File: config.mk
export PLATFORM = sky130hd
export DESIGN_NAME = hbif_uart_tx
export DESIGN_NICKNAME = d
export VERILOG_FILES = /design/src/rtl/hbif_uart_tx.sv
export SDC_FILE = /design/constraint.sdc
export NUM_CORES = 1
export LEC_CHECK = 0
export CELL_PAD_IN_SITES_DETAIL_PLACEMENT = 0
export CELL_PAD_IN_SITES_GLOBAL_PLACEMENT = 1
export CORE_AREA = 2 2 87 89
export DETAILED_ROUTE_END_ITERATION = 7
export DIE_AREA = 0 0 89 91
export PLACE_DENSITY = 0.8
export RECOVER_POWER = 50
export SYNTH_ARGS = -nofsm -noshare
export SYNTH_HDL_FRONTEND = slang
export SYNTH_SLANG_ARGS = --single-unit
File: constraint.sdc
create_clock -name clk_i -period 3.8 [get_ports clk_i]
set_input_delay 0.57 -clock clk_i [delete_from_list [all_inputs] [get_ports clk_i]]
set_output_delay 0.57 -clock clk_i [all_outputs]
set_load 0.03 [all_outputs]
File: src/rtl/hbif_uart_tx.sv
// Host bus interface UART transmitter: FIFO-buffered 8N1 serializer with valid/ready input.
// Define HBIF_UART_TX_PARITY_EN to insert an even-parity bit (8E1 frames).
module hbif_uart_tx #(
    parameter int CLKS_PER_BIT = 434,
    parameter int FIFO_DEPTH   = 4
) (
    input  logic                          clk_i,
    input  logic                          rst_i,
    input  logic                          en_i,
    input  logic [7:0]                    data_i,
    input  logic                          valid_i,
    output logic                          ready_o,
    output logic                          tx_o,
    output logic                          busy_o,
    output logic [$clog2(FIFO_DEPTH):0]   level_o
);

    localparam int              AW        = $clog2(FIFO_DEPTH);
    localparam logic [15:0]     BAUD_MAX  = 16'(CLKS_PER_BIT - 1);
    localparam logic [AW:0]     DEPTH_CNT = (AW+1)'(FIFO_DEPTH);

    typedef enum logic [2:0] {
        S_IDLE,
        S_START,
        S_DATA,
`ifdef HBIF_UART_TX_PARITY_EN
        S_PARITY,
`endif
        S_STOP
    } state_t;

    state_t          state_q, state_d;
    logic [15:0]     baud_q, baud_d;
    logic [2:0]      bitIdx_q, bitIdx_d;
    logic [7:0]      shift_q, shift_d;
    logic            tx_q, tx_d;
`ifdef HBIF_UART_TX_PARITY_EN
    logic            parity_q, parity_d;
`endif

    logic [7:0]      mem_q [FIFO_DEPTH];
    logic [AW-1:0]   wrPtr_q, rdPtr_q;
    logic [AW:0]     count_q;
    logic            push, pop, empty, startFrame;

    assign empty   = (count_q == '0);
    assign ready_o = (count_q != DEPTH_CNT);
    assign push    = valid_i && ready_o;
    assign tx_o    = tx_q;
    assign level_o = count_q;
    assign busy_o  = (state_q != S_IDLE) || !empty;

    // tx_d is the line level for the next cycle, so every transition sets it explicitly.
    always_comb begin
        state_d    = state_q;
        baud_d     = baud_q;
        bitIdx_d   = bitIdx_q;
        shift_d    = shift_q;
        tx_d       = tx_q;
        startFrame = 1'b0;
`ifdef HBIF_UART_TX_PARITY_EN
        parity_d   = parity_q;
`endif
        case (state_q)
            S_IDLE: begin
                tx_d       = 1'b1;
                startFrame = !empty && en_i;
            end
            S_START: begin
                if (baud_q == 16'd0) begin
                    state_d  = S_DATA;
                    baud_d   = BAUD_MAX;
                    bitIdx_d = 3'd0;
                    tx_d     = shift_q[0];
                end else begin
                    baud_d = baud_q - 16'd1;
                end
            end
            S_DATA: begin
                if (baud_q == 16'd0) begin
                    baud_d = BAUD_MAX;
                    if (bitIdx_q == 3'd7) begin
`ifdef HBIF_UART_TX_PARITY_EN
                        state_d = S_PARITY;
                        tx_d    = parity_q;
`else
                        state_d = S_STOP;
                        tx_d    = 1'b1;
`endif
                    end else begin
                        shift_d  = {1'b0, shift_q[7:1]};
                        tx_d     = shift_q[1];
                        bitIdx_d = bitIdx_q + 3'd1;
                    end
                end else begin
                    baud_d = baud_q - 16'd1;
                end
            end
`ifdef HBIF_UART_TX_PARITY_EN
            S_PARITY: begin
                if (baud_q == 16'd0) begin
                    state_d = S_STOP;
                    baud_d  = BAUD_MAX;
                    tx_d    = 1'b1;
                end else begin
                    baud_d = baud_q - 16'd1;
                end
            end
`endif
            S_STOP: begin
                if (baud_q == 16'd0) begin
                    state_d    = S_IDLE;
                    tx_d       = 1'b1;
                    startFrame = !empty && en_i;
                end else begin
                    baud_d = baud_q - 16'd1;
                end
            end
            default: begin
                state_d = S_IDLE;
                tx_d    = 1'b1;
            end
        endcase

        // Shared by IDLE and the final STOP cycle so back-to-back frames need no idle gap.
        if (startFrame) begin
            state_d = S_START;
            baud_d  = BAUD_MAX;
            shift_d = mem_q[rdPtr_q];
            tx_d    = 1'b0;
`ifdef HBIF_UART_TX_PARITY_EN
            parity_d = ^mem_q[rdPtr_q];
`endif
        end
    end

    assign pop = startFrame;

    always_ff @(posedge clk_i) begin
        if (rst_i) begin
            state_q  <= S_IDLE;
            baud_q   <= 16'd0;
            bitIdx_q <= 3'd0;
            shift_q  <= 8'd0;
            tx_q     <= 1'b1;
`ifdef HBIF_UART_TX_PARITY_EN
            parity_q <= 1'b0;
`endif
            wrPtr_q  <= '0;
            rdPtr_q  <= '0;
            count_q  <= '0;
        end else begin
            state_q  <= state_d;
            baud_q   <= baud_d;
            bitIdx_q <= bitIdx_d;
            shift_q  <= shift_d;
            tx_q     <= tx_d;
`ifdef HBIF_UART_TX_PARITY_EN
            parity_q <= parity_d;
`endif
            if (push) wrPtr_q <= wrPtr_q + AW'(1);
            if (pop)  rdPtr_q <= rdPtr_q + AW'(1);
            case ({push, pop})
                2'b10:   count_q <= count_q + (AW+1)'(1);
                2'b01:   count_q <= count_q - (AW+1)'(1);
                default: count_q <= count_q;
            endcase
        end
    end

    // Storage needs no reset; occupancy is tracked by the pointers and count.
    always_ff @(posedge clk_i) begin
        if (push) mem_q[wrPtr_q] <= data_i;
    end

endmodule

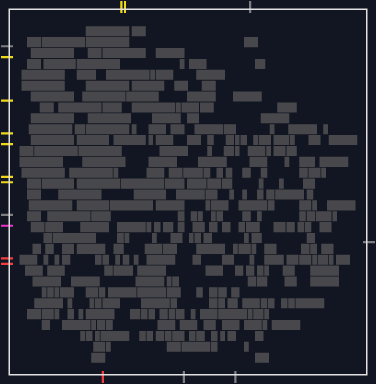
(run_1/pinout.png)
Scale: 4 px per um. Pins as bars across the die edge, other pins in grey.
- data_i: yellow (pins 8; direction input; edge 6 west, 2 north)
- ready_o: magenta (pins 1; direction output; edge west)
- level_o: red (pins 3; direction output; edge 2 west, 1 south)
width of the die: 89 um
Chip Height: 91 um
IO Port Bufs: 17

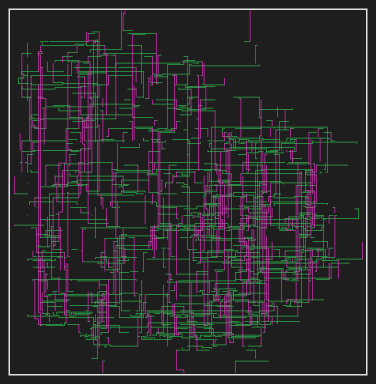
(run_1/layers.png)
Scale: 4 px per um. Only two layers are drawn.
- M2: magenta (wire length 3040 um)
- M1: green (wire length 2990 um)

==> results.json, run 1 <==
{
  "initial_core_utilization": 0.4642,
  "outcome": "completed",
  "place_hpwl_um": 4437,
  "finalMaxSlewViolations": 0,
  "dp_slack_ns": 0.8412,
  "regMostFlops": "mem_q",
  "power_switching_uw": 1333,
  "common_cells": "39 x sky130_fd_sc_hd__dfxtp_1, 32 x sky130_fd_sc_hd__edfxtp_1, 27 x sky130_fd_sc_hd__nor2_1, 21 x sky130_fd_sc_hd__a21oi_1, 16 x sky130_fd_sc_hd__nand2_1",
  "power_after_layout_uw": 3095,
  "critical_path_peak_fanout": 8,
  "final-instance-count-excl-fill": 419,
  "count_of_endpoints_failing_hold_in_the_final_timing_report": 0,
  "drtIter0Drc": 74,
  "cts_setup_buffers": 0,
  "layout-area-overhead-vs-synth_pct": 13.71,
  "tritoncts": "done",
  "bufAreaShareNonClock": 0.05115,
  "worst-endpoint-required_ns": 4.09,
  "flip_flop_count_of_the_largest_register_after_layout": 32,
  "finalCoreUtilization": 0.5279,
  "gr-usage-met2": 0.2575,
  "largest_registers": "mem_q x32, baud_q x16, shift_q x8",
  "yosys.stat.chipArea_um2": 3313,
  "clkPwrFrac": 0.185,
  "seq-power_uw": 1120,
  "warning_count": 33,
  "power.density_cell_area_nw_per_um2": 821.5,
  "synth.most_common_cell": "sky130_fd_sc_hd__dfxtp_1",
  "worst-r2r-setup-slack_ns": 0.74,
  "power.sequential.fraction": 0.363,
  "seq_area_um2": 1742,
  "grt.total_usage": 0.1699,
  "syn_avg_cell_area_um2": 11.19,
  "most-common-layout-cells": "39 x sky130_fd_sc_hd__dfxtp_1, 32 x sky130_fd_sc_hd__edfxtp_1, 27 x sky130_fd_sc_hd__nor2_1",
  "drt-pass1-iter-count": 4,
  "routabilityCongestion": 0.8141,
  "grt_antenna_before_repair": 0,
  "layout_cell_share_with_drive_strength_beyond_1": 0.1250,
  "slew_headroom": 0.4782,
  "hold-worst-slack_ns": 0.4958,
  "vias_in_the_first_global_route": 2167,
  "routed-wl-met3_um": 273,
  "highest_count_logic_cell_in_the_final_layout": "sky130_fd_sc_hd__dfxtp_1",
  "synth_flops": 71,
  "nNonClkBuffers": 20,
  "post-place-cells": 403,
  "yosys.area_share.xor_xnor": 0.02644,
  "ir_drop_mv": 0.3547
}
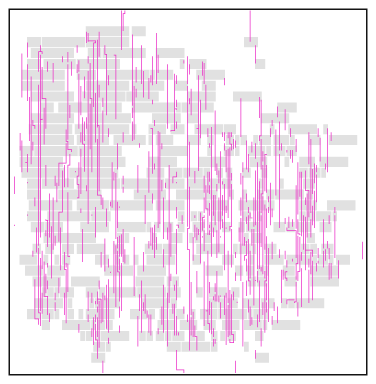
(run_1/m2.png)
Scale: 4 px per um.
- longest straight run: 45.6 um
- nets with wire on the layer: 277

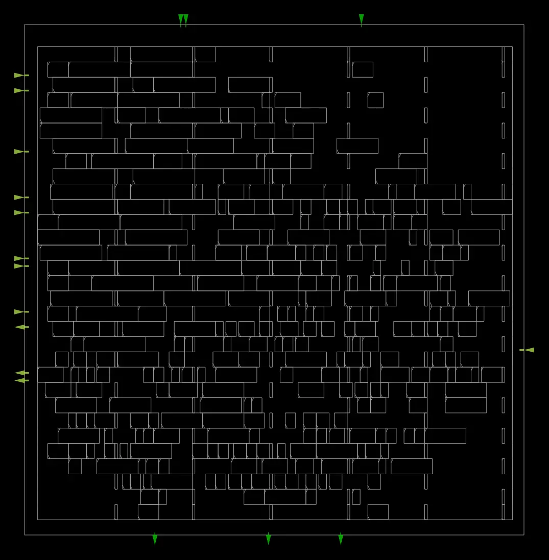
(run_1/placed.png)
standard-cell rows: 31
area inside the core boundary: 7137 um2
count of filler cells inserted in the layout: 676

-- run 1: worst max-delay path, cell delays in order, from the launching register on --
cell and delay (ns):
sky130_fd_sc_hd__dfxtp_1 0.42, sky130_fd_sc_hd__ha_1 0.32, sky130_fd_sc_hd__nor4b_1 0.36, sky130_fd_sc_hd__and4_1 0.38
sky130_fd_sc_hd__o21ai_2 0.09, sky130_fd_sc_hd__inv_2 0.16, sky130_fd_sc_hd__ha_1 0.21, sky130_fd_sc_hd__inv_1 0.06
sky130_fd_sc_hd__fa_1 0.37, sky130_fd_sc_hd__xor2_1 0.16, sky130_fd_sc_hd__or3_1 0.31, sky130_fd_sc_hd__a21oi_1 0.15
==> run_1/closeup.png <==
Region (24, 26) to (64, 66) um. Cells in grey, sequential cells in the stronger grey; small squares are vias.
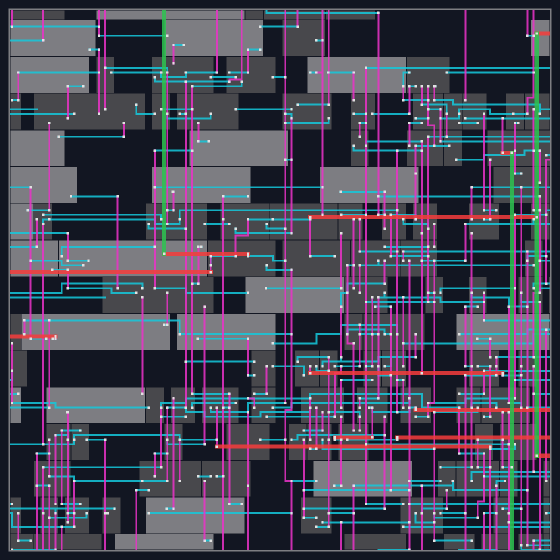

==> run 1 -> run 2 <==
- clock period: 3.8 -> 3.1 ns (I/O delays scaled with it)
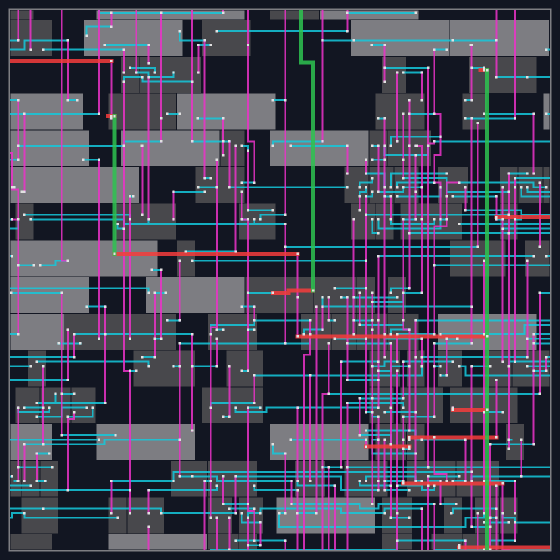
(run_2/closeup.png)
Region (24, 26) to (64, 66) um. Cells in grey, sequential cells in the stronger grey; small squares are vias.
- M3: red
- M4: green
- M2: magenta
- M1: cyan
- cells with their middle in the window: 89
- sequential cells in the window: 15
- most frequent: dfxtp_1 (12), nand2_1 (9), a21oi_1 (9)
- netlist names of flops here include: baud_q (6), shift_q (4), mem_q (3)

==> results.json, run 2 <==
{
  "outcome": "completed",
  "critical_path_peak_fanout": 7,
  "bufAreaShareNonClock": 0.05751,
  "layout-area-overhead-vs-synth_pct": 14.92,
  "hold-worst-slack_ns": 0.4822,
  "most-common-layout-cells": "39 x sky130_fd_sc_hd__dfxtp_1, 32 x sky130_fd_sc_hd__edfxtp_1, 27 x sky130_fd_sc_hd__nor2_1",
  "routabilityCongestion": 0.8011,
  "initial_core_utilization": 0.4642,
  "grt_antenna_before_repair": 0,
  "slew_headroom": 0.3573,
  "cp.depth": 11,
  "min_path_type": "reg2reg",
  "seq_area_um2": 1742,
  "filler_cell_count": 690,
  "syn_avg_cell_area_um2": 11.19,
  "design.core.area_um2": 7137,
  "vias_in_the_first_global_route": 2414,
  "power.density_cell_area_nw_per_um2": 1016,
  "largest_registers": "mem_q x32, baud_q x16, shift_q x8",
  "finalCoreUtilization": 0.5335,
  "nNonClkBuffers": 24,
  "chip_height_um": 91,
  "regMostFlops": "mem_q",
  "synth_flops": 71,
  "tritoncts": "done",
  "post-place-cells": 407,
  "cts_setup_buffers": 0,
  "power_after_layout_uw": 3869,
  "worst_path_buf_inv": 2,
  "flip_flop_count_of_the_largest_register_after_layout": 32,
  "drt-pass1-iter-count": 5,
  "synth.most_common_cell": "sky130_fd_sc_hd__dfxtp_1",
  "place_hpwl_um": 4722,
  "count_of_endpoints_failing_hold_in_the_final_timing_report": 0,
  "final-instance-count-excl-fill": 423,
  "layout_cell_share_with_drive_strength_beyond_1": 0.1420,
  "width_of_the_die_um": 89,
  "common_cells": "39 x sky130_fd_sc_hd__dfxtp_1, 32 x sky130_fd_sc_hd__edfxtp_1, 27 x sky130_fd_sc_hd__nor2_1, 21 x sky130_fd_sc_hd__a21oi_1, 16 x sky130_fd_sc_hd__nand2_1",
  "critical-path-top-delay-family": "simple AND/OR/NAND/NOR gates",
  "worst-endpoint-required_ns": 3.37,
  "highest_count_logic_cell_in_the_final_layout": "sky130_fd_sc_hd__dfxtp_1",
  "yosys.stat.chipArea_um2": 3313
}
==> run 2: cell counts after synthesis <==
Identical to the previous run, type by type.
==> run 2: logic make-up after synthesis <==
logic type	after synthesis	synth area share
and+or+nand+nor	100	0.1639
buffers and inverters	27	0.03248
adders and majority gates	14	0.05514
muxes	17	0.08195
xor gates and xnor gates	10	0.02643
AOI/OAI and AO/OA	57	0.1144
DFF	71	0.5257
==> run 2: metal layers <==
metal	vias up	global-route usage	wire (um)
li1	1141	-	-
met1	1138	0.2330	3088
met2	37	0.2998	3324
met3	10	0.03818	205
met4	0	0.07711	103
met5	-	0	0
==> run 2: where the power goes <==
part / internal [uW] / total, uW / switching, uW
Clock: 307 / 696 / 389
Sequential: 1190 / 1390 / 198
Combinational: 716 / 1790 / 1070
==> run_2/pinout.png <==
Scale: 4 px per um. Pins as bars across the die edge, other pins in grey.
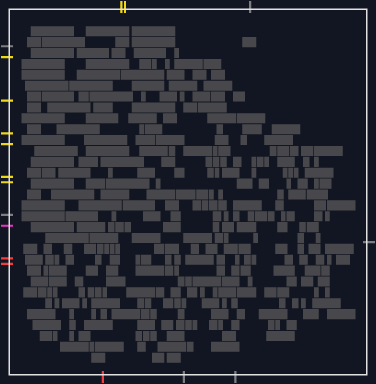

==> run 2 -> run 3 <==
- CORE_AREA: 2 2 87 89 -> 2 2 85 87
- CTS_BUF_LIST: not set -> sky130_fd_sc_hd__clkbuf_8
- CTS_CLUSTER_DIAMETER: not set -> 100
- DIE_AREA: 0 0 89 91 -> 0 0 87 89
- PLACE_DENSITY: 0.8 -> 0.83
- SLEW_MARGIN: not set -> 40
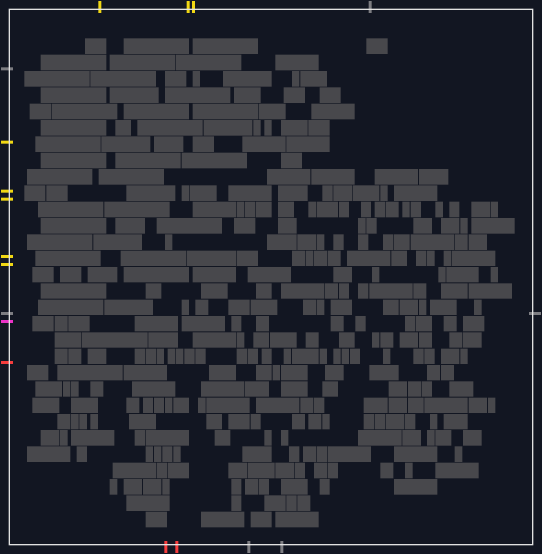
(run_3/pinout.png)
Scale: 6 px per um. Pins as bars across the die edge, other pins in grey.
- level_o: red (pins 3; direction output; edge 2 south, 1 west)
- data_i: yellow (pins 8; direction input; edge 5 west, 3 north)
- ready_o: magenta (pins 1; direction output; edge west)
- all pins by edge: 9 west, 4 south, 4 north, 1 east
width of the die: 87 um
Chip Height: 89 um

==> results.json, run 3 <==
{
  "hold-worst-slack_ns": 0.4806,
  "yosys-mux-area-fraction": 0.08195,
  "clkPwrFrac": 0.186,
  "synth.most_common_cell": "sky130_fd_sc_hd__dfxtp_1",
  "post-place-cells": 389,
  "grt_antenna_before_repair": 0,
  "flip_flop_count_of_the_largest_register_after_layout": 32,
  "grtUsageMet3": 0.05633,
  "buffer_ports.inserted": 17,
  "worst-r2r-setup-slack_ns": 0.22,
  "largest_registers": "mem_q x32, baud_q x16, shift_q x8",
  "layout-area-overhead-vs-synth_pct": 14.39,
  "seq_area_um2": 1742,
  "cp.depth": 11,
  "simple_gate_share": 0.1639,
  "met2_length_um": 3188,
  "power.density_cell_area_nw_per_um2": 1019,
  "slew_headroom": 0.5158,
  "nNonClkBuffers": 25,
  "critical_path.most_common_cell": "sky130_fd_sc_hd__ha_1",
  "yosys.area_share.xor_xnor": 0.02644,
  "drt-pass1-iter-count": 6,
  "power_switching_uw": 1639,
  "timing.critical_path.cells": "ha_1 -> nor4b_1 -> and4_1 -> o21ai_2 -> inv_2 -> ha_1 -> inv_1 -> fa_1 -> xor2_1 -> or3_1 -> a21oi_1",
  "critical_path_peak_fanout": 7,
  "dp_slack_ns": 0.2280,
  "layout_cell_share_with_drive_strength_beyond_1": 0.1446,
  "worst_path_buf_inv": 2,
  "finalCoreUtilization": 0.5641,
  "most-common-layout-cells": "39 x sky130_fd_sc_hd__dfxtp_1, 32 x sky130_fd_sc_hd__edfxtp_1, 27 x sky130_fd_sc_hd__nor2_1",
  "power.largest_group": "combinational cells",
  "worst-endpoint-required_ns": 3.40,
  "initial_core_utilization": 0.4931,
  "gr-usage-met1": 0.2280,
  "vias_in_the_first_global_route": 2256,
  "clock_net_power_uw": 717,
  "routed.top_layer": "met4",
  "syn_avg_cell_area_um2": 11.19,
  "comb_power_uw": 1770,
  "ir_drop_mv": 0.3991,
  "grt_busiest_layer": "met2",
  "warning_count": 33,
  "yosys.stat.chipArea_um2": 3313,
  "bufAreaShareNonClock": 0.06075,
  "outcome": "completed",
  "tritoncts": "done",
  "count_of_endpoints_failing_hold_in_the_final_timing_report": 0,
  "drtIter0Drc": 120,
  "cp_slowest_cell": "sky130_fd_sc_hd__dfxtp_1",
  "longest_individual_stage_delay_on_the_worst_path_ns": 0.41,
  "power.sequential.fraction": 0.356
}
-- run 3: what timing repair did --
item,CTS,global route
setup endpoints to repair,0,1
gates resized,0,1
hold endpoints to repair,0,0
hold buffers,0,0
-- run 3: worst register-to-register path, stage by stage, from the launching register on --
cell and delay (ns):
sky130_fd_sc_hd__dfxtp_1 0.41, sky130_fd_sc_hd__ha_1 0.30, sky130_fd_sc_hd__nor4b_1 0.36, sky130_fd_sc_hd__and4_1 0.36, sky130_fd_sc_hd__o21ai_2 0.10, sky130_fd_sc_hd__inv_2 0.08
sky130_fd_sc_hd__ha_1 0.18, sky130_fd_sc_hd__inv_1 0.06, sky130_fd_sc_hd__fa_1 0.37, sky130_fd_sc_hd__xor2_1 0.16, sky130_fd_sc_hd__or3_1 0.31, sky130_fd_sc_hd__a21oi_1 0.13
Power and IR drop assume default switching activity.
